$ cat config.mk
export PLATFORM = sky130hd
export DESIGN_NAME = alu_op_arbiter
export DESIGN_NICKNAME = d
export VERILOG_FILES = /design/src/rtl/alu_op_arbiter.sv
export SDC_FILE = /design/constraint.sdc
export NUM_CORES = 1
export LEC_CHECK = 0
export CAP_MARGIN = 20
export CORE_MARGIN = 2
export CORE_UTILIZATION = 36
export DETAILED_ROUTE_END_ITERATION = 12
export PLACE_DENSITY = 0.87
export SYNTH_ARGS = -nofsm -noshare
export SYNTH_HDL_FRONTEND = slang
export SYNTH_SLANG_ARGS = --single-unit
export TNS_END_PERCENT = 1
$ cat constraint.sdc
create_clock -name clk -period 2.48 [get_ports clk]
set_clock_uncertainty 0.2 [all_clocks]
set_input_delay 0.496 -clock clk [delete_from_list [all_inputs] [get_ports clk]]
set_output_delay 0.496 -clock clk [all_outputs]
set_load 0.01 [all_outputs]
$ cat src/rtl/alu_op_arbiter.sv
// ---------------------------------------------------------------------------
// alu_op_arbiter
//
// Two-requester front end for the 32-bit ALU datapath. Requests arrive on
// valid/ready handshakes. When both requesters are valid, they are served
// round-robin. At most one operation is outstanding at a time.
//
// For a legal opcode, the operands and control are registered onto the ALU
// inputs and held constant. The block then waits for the ALU pipeline latency
// and captures the result onto a single response channel. Opcodes the ALU does
// not define, and divide by zero, are answered at once with rsp_err=1 and are
// never issued to the ALU.
//
// Parameters
//   LAT_ARITH  ALU register stages for arithmetic ops (ctrl[4:3]==00)
//   LAT_OTHER  ALU register stages for boolean, compare and shift ops
//
// Ports
//   clk, rst_n                  clock, asynchronous active-low reset
//   req_valid[1:0]              per-requester op present
//   req_ready[1:0]              combinational accept strobe (one-hot or zero)
//   req{0,1}_op/_a/_b           ALU_CONTROL code and operands per requester
//   rsp_valid, rsp_ready        response handshake
//   rsp_id, rsp_y, rsp_flags    requester id, result, {Z,V,N,C}
//   rsp_err                     op rejected without issue
//   alu_a, alu_b, alu_ctrl      registered ALU inputs
//   alu_y, alu_z/v/n/c          ALU result and flags
//   busy                        high whenever not IDLE
// ---------------------------------------------------------------------------
module alu_op_arbiter #(
    parameter int LAT_ARITH = 2,
    parameter int LAT_OTHER = 1
) (
    input  logic        clk,
    input  logic        rst_n,
    input  logic [1:0]  req_valid,
    output logic [1:0]  req_ready,
    input  logic [4:0]  req0_op,
    input  logic [31:0] req0_a,
    input  logic [31:0] req0_b,
    input  logic [4:0]  req1_op,
    input  logic [31:0] req1_a,
    input  logic [31:0] req1_b,
    output logic        rsp_valid,
    input  logic        rsp_ready,
    output logic        rsp_id,
    output logic [31:0] rsp_y,
    output logic [3:0]  rsp_flags,
    output logic        rsp_err,
    output logic [31:0] alu_a,
    output logic [31:0] alu_b,
    output logic [4:0]  alu_ctrl,
    input  logic [31:0] alu_y,
    input  logic        alu_z,
    input  logic        alu_v,
    input  logic        alu_n,
    input  logic        alu_c,
    output logic        busy
);

    localparam logic [1:0] ST_IDLE = 2'd0;
    localparam logic [1:0] ST_BUSY = 2'd1;
    localparam logic [1:0] ST_RESP = 2'd2;

    localparam logic [7:0] CNT_ARITH = 8'(LAT_ARITH);
    localparam logic [7:0] CNT_OTHER = 8'(LAT_OTHER);

    // Opcodes the ALU leaves undefined, plus divide by a zero low divisor field.
    function automatic logic op_invalid(input logic [4:0] op, input logic [31:0] b);
        logic bad;
        case (op)
            5'b01110, 5'b01111, 5'b10011: bad = 1'b1;
            5'b00011:                     bad = (b[14:0] == 15'd0);
            default:                      bad = 1'b0;
        endcase
        return bad;
    endfunction

    // Arithmetic group: the only ops whose flags are meaningful.
    function automatic logic op_is_arith(input logic [4:0] op);
        return (op[4:3] == 2'b00);
    endfunction

    logic [1:0]  state_r;
    logic [1:0]  state_nx_s;
    logic [7:0]  cnt_r;
    logic        last_r;
    logic [1:0]  grant_s;
    logic        accept_s;
    logic        sel_id_s;
    logic [4:0]  sel_op_s;
    logic [31:0] sel_a_s;
    logic [31:0] sel_b_s;
    logic        sel_bad_s;

    logic        rsp_valid_r;
    logic        busy_r;
    logic        rsp_id_r;
    logic [31:0] rsp_y_r;
    logic [3:0]  rsp_flags_r;
    logic        rsp_err_r;
    logic [31:0] alu_a_r;
    logic [31:0] alu_b_r;
    logic [4:0]  alu_ctrl_r;

    // Round-robin grant, only offered in IDLE; on contention the requester
    // that did not win last time is favoured.
    always_comb begin
        grant_s = 2'b00;
        if (state_r == ST_IDLE) begin
            case (req_valid)
                2'b01:   grant_s = 2'b01;
                2'b10:   grant_s = 2'b10;
                2'b11:   grant_s = last_r ? 2'b01 : 2'b10;
                default: grant_s = 2'b00;
            endcase
        end else begin
            grant_s = 2'b00;
        end
    end

    assign req_ready = grant_s;
    assign accept_s  = grant_s[0] | grant_s[1];
    assign sel_id_s  = grant_s[1];
    assign sel_op_s  = sel_id_s ? req1_op : req0_op;
    assign sel_a_s   = sel_id_s ? req1_a  : req0_a;
    assign sel_b_s   = sel_id_s ? req1_b  : req0_b;
    assign sel_bad_s = op_invalid(sel_op_s, sel_b_s);

    // Next-state decode for the IDLE -> BUSY -> RESP sequence.
    always_comb begin
        state_nx_s = state_r;
        case (state_r)
            ST_IDLE: begin
                if (accept_s) begin
                    state_nx_s = sel_bad_s ? ST_RESP : ST_BUSY;
                end else begin
                    state_nx_s = ST_IDLE;
                end
            end
            ST_BUSY: begin
                if (cnt_r == 8'd0) begin
                    state_nx_s = ST_RESP;
                end else begin
                    state_nx_s = ST_BUSY;
                end
            end
            ST_RESP: begin
                if (rsp_ready) begin
                    state_nx_s = ST_IDLE;
                end else begin
                    state_nx_s = ST_RESP;
                end
            end
            default: state_nx_s = ST_IDLE;
        endcase
    end

    // Control state: FSM, latency counter, last-grant pointer and the
    // registered status outputs derived from the next state.
    always_ff @(posedge clk or negedge rst_n) begin
        if (!rst_n) begin
            state_r     <= ST_IDLE;
            cnt_r       <= 8'd0;
            last_r      <= 1'b1;
            rsp_valid_r <= 1'b0;
            busy_r      <= 1'b0;
        end else begin
            state_r     <= state_nx_s;
            rsp_valid_r <= (state_nx_s == ST_RESP);
            busy_r      <= (state_nx_s != ST_IDLE);
            case (state_r)
                ST_IDLE: begin
                    if (accept_s) begin
                        last_r <= sel_id_s;
                        cnt_r  <= op_is_arith(sel_op_s) ? CNT_ARITH : CNT_OTHER;
                    end
                end
                ST_BUSY: begin
                    if (cnt_r != 8'd0) begin
                        cnt_r <= cnt_r - 8'd1;
                    end
                end
                default: ;
            endcase
        end
    end

    // Datapath: the ALU inputs are loaded only on a legal accept, and the
    // response fields are loaded on reject or when the ALU result is due.
    always_ff @(posedge clk or negedge rst_n) begin
        if (!rst_n) begin
            rsp_id_r    <= 1'b0;
            rsp_y_r     <= 32'd0;
            rsp_flags_r <= 4'd0;
            rsp_err_r   <= 1'b0;
            alu_a_r     <= 32'd0;
            alu_b_r     <= 32'd0;
            alu_ctrl_r  <= 5'd0;
        end else begin
            case (state_r)
                ST_IDLE: begin
                    if (accept_s) begin
                        rsp_id_r <= sel_id_s;
                        if (sel_bad_s) begin
                            rsp_err_r   <= 1'b1;
                            rsp_y_r     <= 32'd0;
                            rsp_flags_r <= 4'd0;
                        end else begin
                            alu_a_r    <= sel_a_s;
                            alu_b_r    <= sel_b_s;
                            alu_ctrl_r <= sel_op_s;
                        end
                    end
                end
                ST_BUSY: begin
                    if (cnt_r == 8'd0) begin
                        rsp_y_r     <= alu_y;
                        rsp_err_r   <= 1'b0;
                        rsp_flags_r <= op_is_arith(alu_ctrl_r) ?
                                       {alu_z, alu_v, alu_n, alu_c} : 4'd0;
                    end
                end
                default: ;
            endcase
        end
    end

    assign rsp_valid = rsp_valid_r;
    assign busy      = busy_r;
    assign rsp_id    = rsp_id_r;
    assign rsp_y     = rsp_y_r;
    assign rsp_flags = rsp_flags_r;
    assign rsp_err   = rsp_err_r;
    assign alu_a     = alu_a_r;
    assign alu_b     = alu_b_r;
    assign alu_ctrl  = alu_ctrl_r;

endmodule

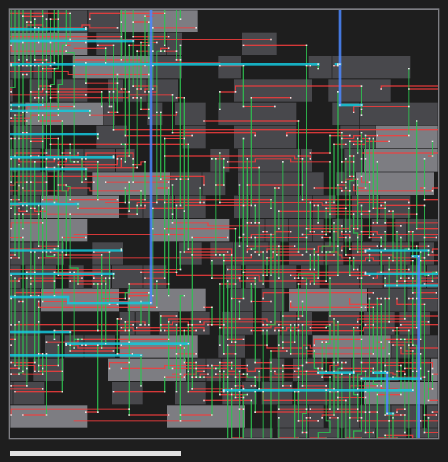
Run 1: layout detail
The bar under the picture is 20 µm long. Region (7, 7) to (57, 57) µm. Cells in grey, sequential cells in the stronger grey; small squares are vias.
M2 -> green
M4 -> blue
M3 -> cyan
M1 -> red
netlist names of flops here include = `alu_b` (14), `alu_ctrl` (4)
sequential cells in the window = 20
most frequent = clkdlybuf4s50_1 (30), a31oi_1 (23)
cells with their middle in the window = 167

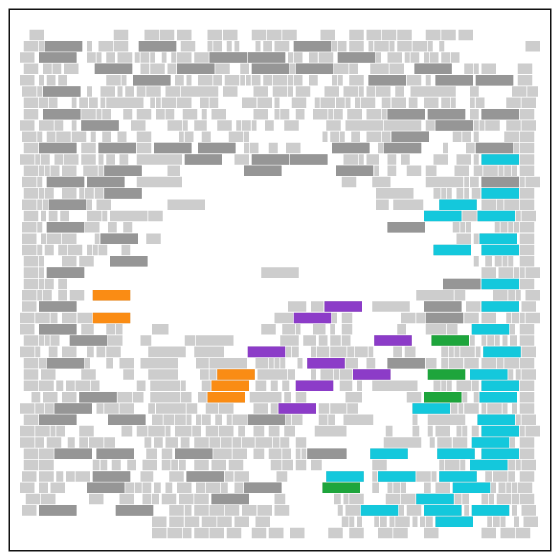
Run 1: where the registers sit
`rsp_flags` -> green  # sequential cells 4
`cnt_r` -> purple  # sequential cells 8
`alu_ctrl` -> orange  # sequential cells 5
`rsp_y` -> cyan  # sequential cells 32

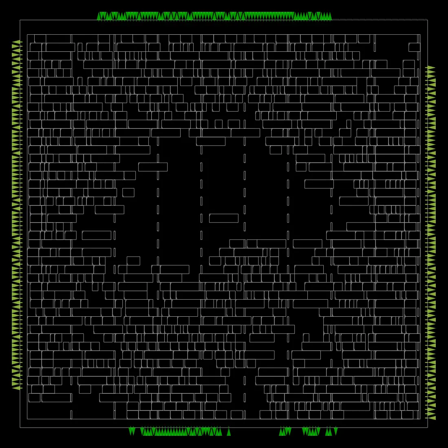
Run 1: placement view
Tap Count: 211
flop share of the area: 0.3103
Row Count: 45
FILL cells: 1224
final core utilization: 0.6322

==> results_dict.tcl, run 1 <==
# metrics dict for downstream scripts
set metrics [dict create \
    status "finished clean" \
    n_antenna_cell 0 \
    io_pins 290 \
    min_period_over_period 0.9749 \
    clk_latency_ns 0.41 \
    netSwitchingPower_w 0.004104 \
    htreeDepth 4 \
    numClockSinks 120 \
    drt-total-wl_um 19750 \
    setup_violations 0 \
    edf_count 0 \
    critPathRequiredTime_ns 2.60 \
    worstMarginPinSlew_ns 0.7252 \
    arrival_ns 2.54 \
    r2r_end "rsp_flags[2]" \
    yosysChipArea_um2 5692 \
    synth_area_um2 5692 \
    slew_headroom 0.5156 \
    r2r_start "cnt_r[3]" \
    root_buffer "clkbuf_16" \
    vias_per_cell 5.385 \
    min_from "rsp_err" \
    crit_fanout 59 \
    grt_pass1_vias 6013 \
    grt_usage 0.2316 \
    path_cells "clkdlybuf4s50_1 > nor4_2 > buf_4 > nand4_1 > o32a_2 > and3_2 > buf_12 > a31oi_2" \
    coreArea_um2 15310 \
    min_path_type "flop to flop" \
    critical_path_class "primary input to flop" \
    fin_tns_setup_ns 0 \
    powerDensity_nw_per_um2 1194 \
    grt_max_degree 67 \
    synth.avg_cell_area_um2 9.006 \
    stdcell_area_um2 9682 \
    antenna_left 0 \
    yosysUniqueCellTypes 42 \
    place_area_um2 8994 \
    intPower_w 0.007452 \
    rsz0062_at_grt "true" \
    seqPwrFrac 0.299 \
    holdPathStages 1 \
    synth-seq-cells 120 \
    power.leakage_nw 4.051 \
    synthArstFlopShare 1.000 \
    die-area_um2 16830 \
    warnings 27 \
    fin_ws_ns 0.06231 \
    fp_util 0.3717 \
    yosys_warnings 0 \
    vias 6166 \
    antenna_found_initial 0 \
    critPathMaxStageDelay_ns 0.45 \
    overflow 0 \
    clk_pin_slew_ns 0.06 \
    power_frac_clock 0.228 \
    final_layout_size_suffix_gt1_frac 0.09743 \
    maxSlewViolCount 0 \
    cts_buffers 17 \
    areaGrowthSynthToFinish_pct 70.10 \
    cts_tree "built" \
    start_kind "primary input" \
    dr.pass1.iters 5 \
    synthFlopType "dfrtp_1" \
    maxCapViolCount 0 \
    cp-end-kind "flop" \
    r2r_slack_ns 0.08 \
    netlist_instances 632 \
    port_buffers 289 \
    drc_errors 0 \
    pre_cts_ws_ns -0.4040 \
    clk_path_buf_depth 2 \
    fin_crit_ns 2.418 \
    max_freq_mhz 413.6 \
    hold_viol 0 \
    dp_hpwl_um 14090 \
    first_iter_violations 336 \
    whs_endpoint "rsp_err" \
    r2r_cells 7 \
    die_h_um 129.7 \
    combPwrFrac 0.473 \
    vdd_drop_max_mv 0.6141 \
    switching_share 0.3551 \
    final_nets 1101 \
    mostFrequentLayoutCell "clkdlybuf4s50_1" \
    synth_seq_share 0.5278 \
    final_cell_mix "286 x clkdlybuf4s50_1, 176 x nand2_1, 119 x dfrtp_1" \
    place.gp.congestion 0.8028 \
]
-- run 1: what timing repair did --
item                       CTS  global route
pin swaps                    0             1
resized                      4             5
setup endpoints to repair    2            65
hold buffers                 1             0
setup buffers                0             2
hold endpoints to repair    21             0
-- run 1: power by group through the flow --
stage	registers, W	clock network [W]	logic, W
floorplan	0.00384	0	0.00211
global placement	0.00344	0	0.00531
detailed placement	0.00348	0	0.00545
CTS	0.00346	0.00268	0.00547
global route	0.00356	0.00277	0.00593
finish	0.00346	0.00263	0.00547
-- run 1: critical path: cells and delay by family --
family / cells / cell delay [ns]
simple gates: 3 / 0.64
buf+inv: 3 / 0.79
compound gates: 2 / 0.57
-- run 1: state kept, by name, indices dropped and copies added (netlist names) --
name       flops
state_r        2
cnt_r          8
rsp_flags      4
rsp_y         32
alu_ctrl       5
rsp_valid      1
busy           1
alu_b         32
last_r         1
rsp_id         1
rsp_err        1
alu_a         32
-- run 1: cell families (layout without fill, tap and decap cells) --
| logic type | Yosys count | after routing | synth area share |
|---|---|---|---|
| xor gates and xnor gates | 6 | 6 | 0.009233 |
| buffers and inverters | 64 | 366 | 0.04770 |
| muxes | 19 | 19 | 0.03341 |
| and+or+nand+nor | 224 | 224 | 0.1686 |
| DFF | 120 | 120 | 0.5278 |
| AOI/OAI and AO/OA | 198 | 198 | 0.2110 |
| adders and majority gates | 1 | 1 | 0.002198 |
-- run 1: how the worst max path moves through the flow --
stage	start	to	slack [ns]	cells past startpoint
finish	req0_b[9]	alu_a[29]	0.06	8
global route	req0_b[9]	rsp_y[19]	-0.003	8
CTS	cnt_r[3]	rsp_flags[2]	0.004	6
detailed placement	req0_b[9]	alu_a[29]	-0.40	8
global placement	req0_b[9]	alu_a[27]	-0.39	8
floorplan	cnt_r[3]	cnt_r[2]	0.16	7
-- run 1: stage by stage --
stage	power (W)	hold slack (ns)	instances
final	0.01156	0.2839	1145
after global placement	0.008749	0.2138	1110
after detailed placement	0.008928	0.2126	1110
after floorplan	0.005951	0.0004090	632
after global routing	0.01226	0.3167	1145
after CTS	0.01160	0.2827	1143
-- run 1: synthesized netlist by cell type (6+ instances only) --
library cell / count / area (µm²)
a31oi_1: 120 / 750.7
buf_2: 16 / 80.08
nor2_1: 12 / 45.04
dfrtp_1: 119 / 2978
a21oi_1: 23 / 115.1
nor3_1: 6 / 30.03
mux2i_1: 19 / 190.2
xor2_1: 6 / 52.55
nor4_1: 7 / 43.79
nand2_1: 176 / 660.6
o21ai_0: 36 / 180.2
clkbuf_1: 40 / 150.1
-- run 1: cell type report --
cell class	instances	area [µm²]
fill	1224	5633
timing repair buffer	329	3297
sequential	120	3004
multi-input combinational	448	2461
clock buffer	18	439.2
tap	211	264.0
clock inverter	14	197.7
inverter	5	18.77
-- run 1: per-layer routing --
metal,GRT usage,share of wire,vias up
met5,0,0,-
met4,0.07717,0.021,0
met3,0.07011,0.088,34
met2,0.3942,0.50,302
met1,0.2815,0.39,2975
li1,-,-,2855
==> run 2, diff against run 1 <==
CAP_MARGIN = 0   (was 20)
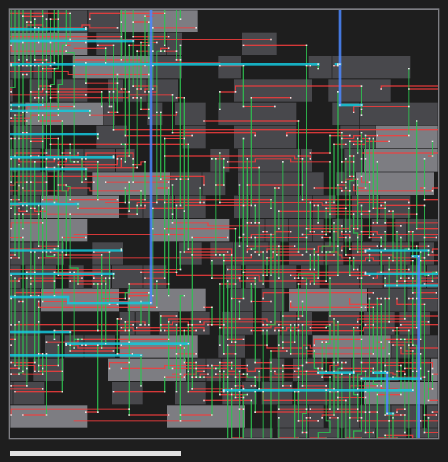
Run 2: layout detail
The bar under the picture is 20 µm long. Region (7, 7) to (57, 57) µm. Cells in grey, sequential cells in the stronger grey; small squares are vias.
M2 -> green
M4 -> blue
M3 -> cyan
M1 -> red
sequential cells in the window = 20
netlist names of flops here include = `alu_b` (14), `alu_ctrl` (4)
most frequent = clkdlybuf4s50_1 (30), a31oi_1 (23)
cells with their middle in the window = 167

==> run 2 against run 1 <==
  * Cell count did not move
  * Design area unchanged
  * Clock-buffer cell count unchanged
  * Sequential cell count is the same
  * Hold slack stayed put
==> results_dict.tcl, run 2 <==
# metrics dict for downstream scripts
set metrics [dict create \
    status "finished clean" \
    slew_headroom 0.5156 \
    maxSlewViolCount 0 \
    grt_max_degree 67 \
    maxCapViolCount 0 \
    power.leakage_nw 4.051 \
    root_buffer "clkbuf_16" \
    mostFrequentLayoutCell "clkdlybuf4s50_1" \
    place.gp.congestion 0.8028 \
    die-area_um2 16830 \
    antenna_found_initial 0 \
    first_iter_violations 336 \
    r2r_start "cnt_r[3]" \
    io_pins 290 \
    topCellsByArea "dfrtp_1 52%, a31oi_1 13%, nand2_1 12%" \
    fin_total_pwr_w 0.01156 \
    fp_util 0.3717 \
    cts_buffers 17 \
    synthArstFlopShare 1.000 \
    final_layout_size_suffix_gt1_frac 0.09743 \
    final_cell_mix "286 x clkdlybuf4s50_1, 176 x nand2_1, 119 x dfrtp_1" \
    overflow 0 \
    crit_fanout 59 \
    seq_area_um2 3004 \
    antenna_left 0 \
    clk_latency_ns 0.41 \
    cp-end-kind "flop" \
    setup_violations 0 \
    comb_area_um2 2461 \
    critPathRequiredTime_ns 2.60 \
    critical_path_class "primary input to flop" \
    netlist_instances 632 \
    worstMarginPinSlew_ns 0.7252 \
    pre_cts_ws_ns -0.4040 \
    synth_top_cell_by_count "nand2_1" \
    critPathMaxStageDelay_ns 0.45 \
    synth-seq-cells 120 \
    arrival_ns 2.54 \
    rsz0062_at_grt "true" \
    synth_area_um2 5692 \
    max_freq_mhz 413.6 \
    vias_per_cell 5.385 \
    vdd_drop_max_mv 0.6141 \
    dp_hpwl_um 14090 \
    common_cells "176 x nand2_1, 120 x a31oi_1, 119 x dfrtp_1" \
    fin_ws_ns 0.06231 \
    fillers 1224 \
    final_nets 1101 \
    min_period_over_period 0.9749 \
    numClockSinks 120 \
    vias 6166 \
    min_path_type "flop to flop" \
    drc_errors 0 \
    r2r_slack_ns 0.08 \
    path_cells "clkdlybuf4s50_1 > nor4_2 > buf_4 > nand4_1 > o32a_2 > and3_2 > buf_12 > a31oi_2" \
]
-- run 2: cell counts after synthesis --
Identical to the previous run, type by type.
-- run 2: timing repair --
| action | 4_1_cts | 5_1_grt |
|---|---|---|
| pin swaps | 0 | 1 |
| hold buffers | 1 | 0 |
| endpoints found under the setup margin | 2 | 65 |
| resized | 4 | 5 |
| buffers inserted | 0 | 2 |
| endpoints found under the hold margin | 21 | 0 |
-- run 2: metrics by stage --
step	cell area (µm²)	std cells	util	setup TNS, ns
final	9682	1145	0.6322	0
after floorplan	5692	632	-	0
after global routing	9682	1145	0.6322	-0.008219
after CTS	9641	1143	0.6295	0
after global placement	8994	1110	0.5873	-40.21
after detailed placement	8994	1110	0.5873	-35.11
-- run 2: path summary, 6_finish.rpt --
path                                      to  cells past startpoint
worst max-delay path               alu_a[29]                      8
worst min-delay path                 rsp_err                      1
worst max register to register  rsp_flags[2]                      7
worst min register to register       rsp_err                      1
max in group asynchronous             last_r                      3
min in group asynchronous          alu_a[24]                      2
-- run 2: cell type report --
type / instances / area share
Multi-Input combinational cell: 448 / 0.2542
Timing Repair Buffer: 329 / 0.3405
Clock inverter: 14 / 0.02042
Tap cell: 211 / 0.02727
Clock buffer: 18 / 0.04536
Inverter: 5 / 0.001938
Sequential cell: 120 / 0.3103
-- run 2: routing by layer --
metal | share of wire | track usage | up-vias
met4 | 0.021 | 0.07717 | 0
met2 | 0.50 | 0.3942 | 302
met3 | 0.088 | 0.07011 | 34
li1 | - | - | 2855
met5 | 0 | 0 | -
met1 | 0.39 | 0.2815 | 2975
-- run 2: cell families (layout without fill, tap and decap cells) --
kind of cell | count (synthesis) | in the layout | share of synthesized area
adder cells (fa/ha/maj) | 1 | 1 | 0.002198
flip-flops | 120 | 120 | 0.5278
AND-OR/OR-AND | 198 | 198 | 0.2110
XOR/XNOR | 6 | 6 | 0.009233
multiplexers | 19 | 19 | 0.03341
AND/OR/NAND/NOR | 224 | 224 | 0.1686
buffers and inverters | 64 | 366 | 0.04770
-- run 2: where the power goes --
group	switching, W	internal [W]
combinational	0.00264	0.00282
sequential	0.000543	0.00292
clock	0.000917	0.00171
Power is estimated from default activity; no workload was simulated.
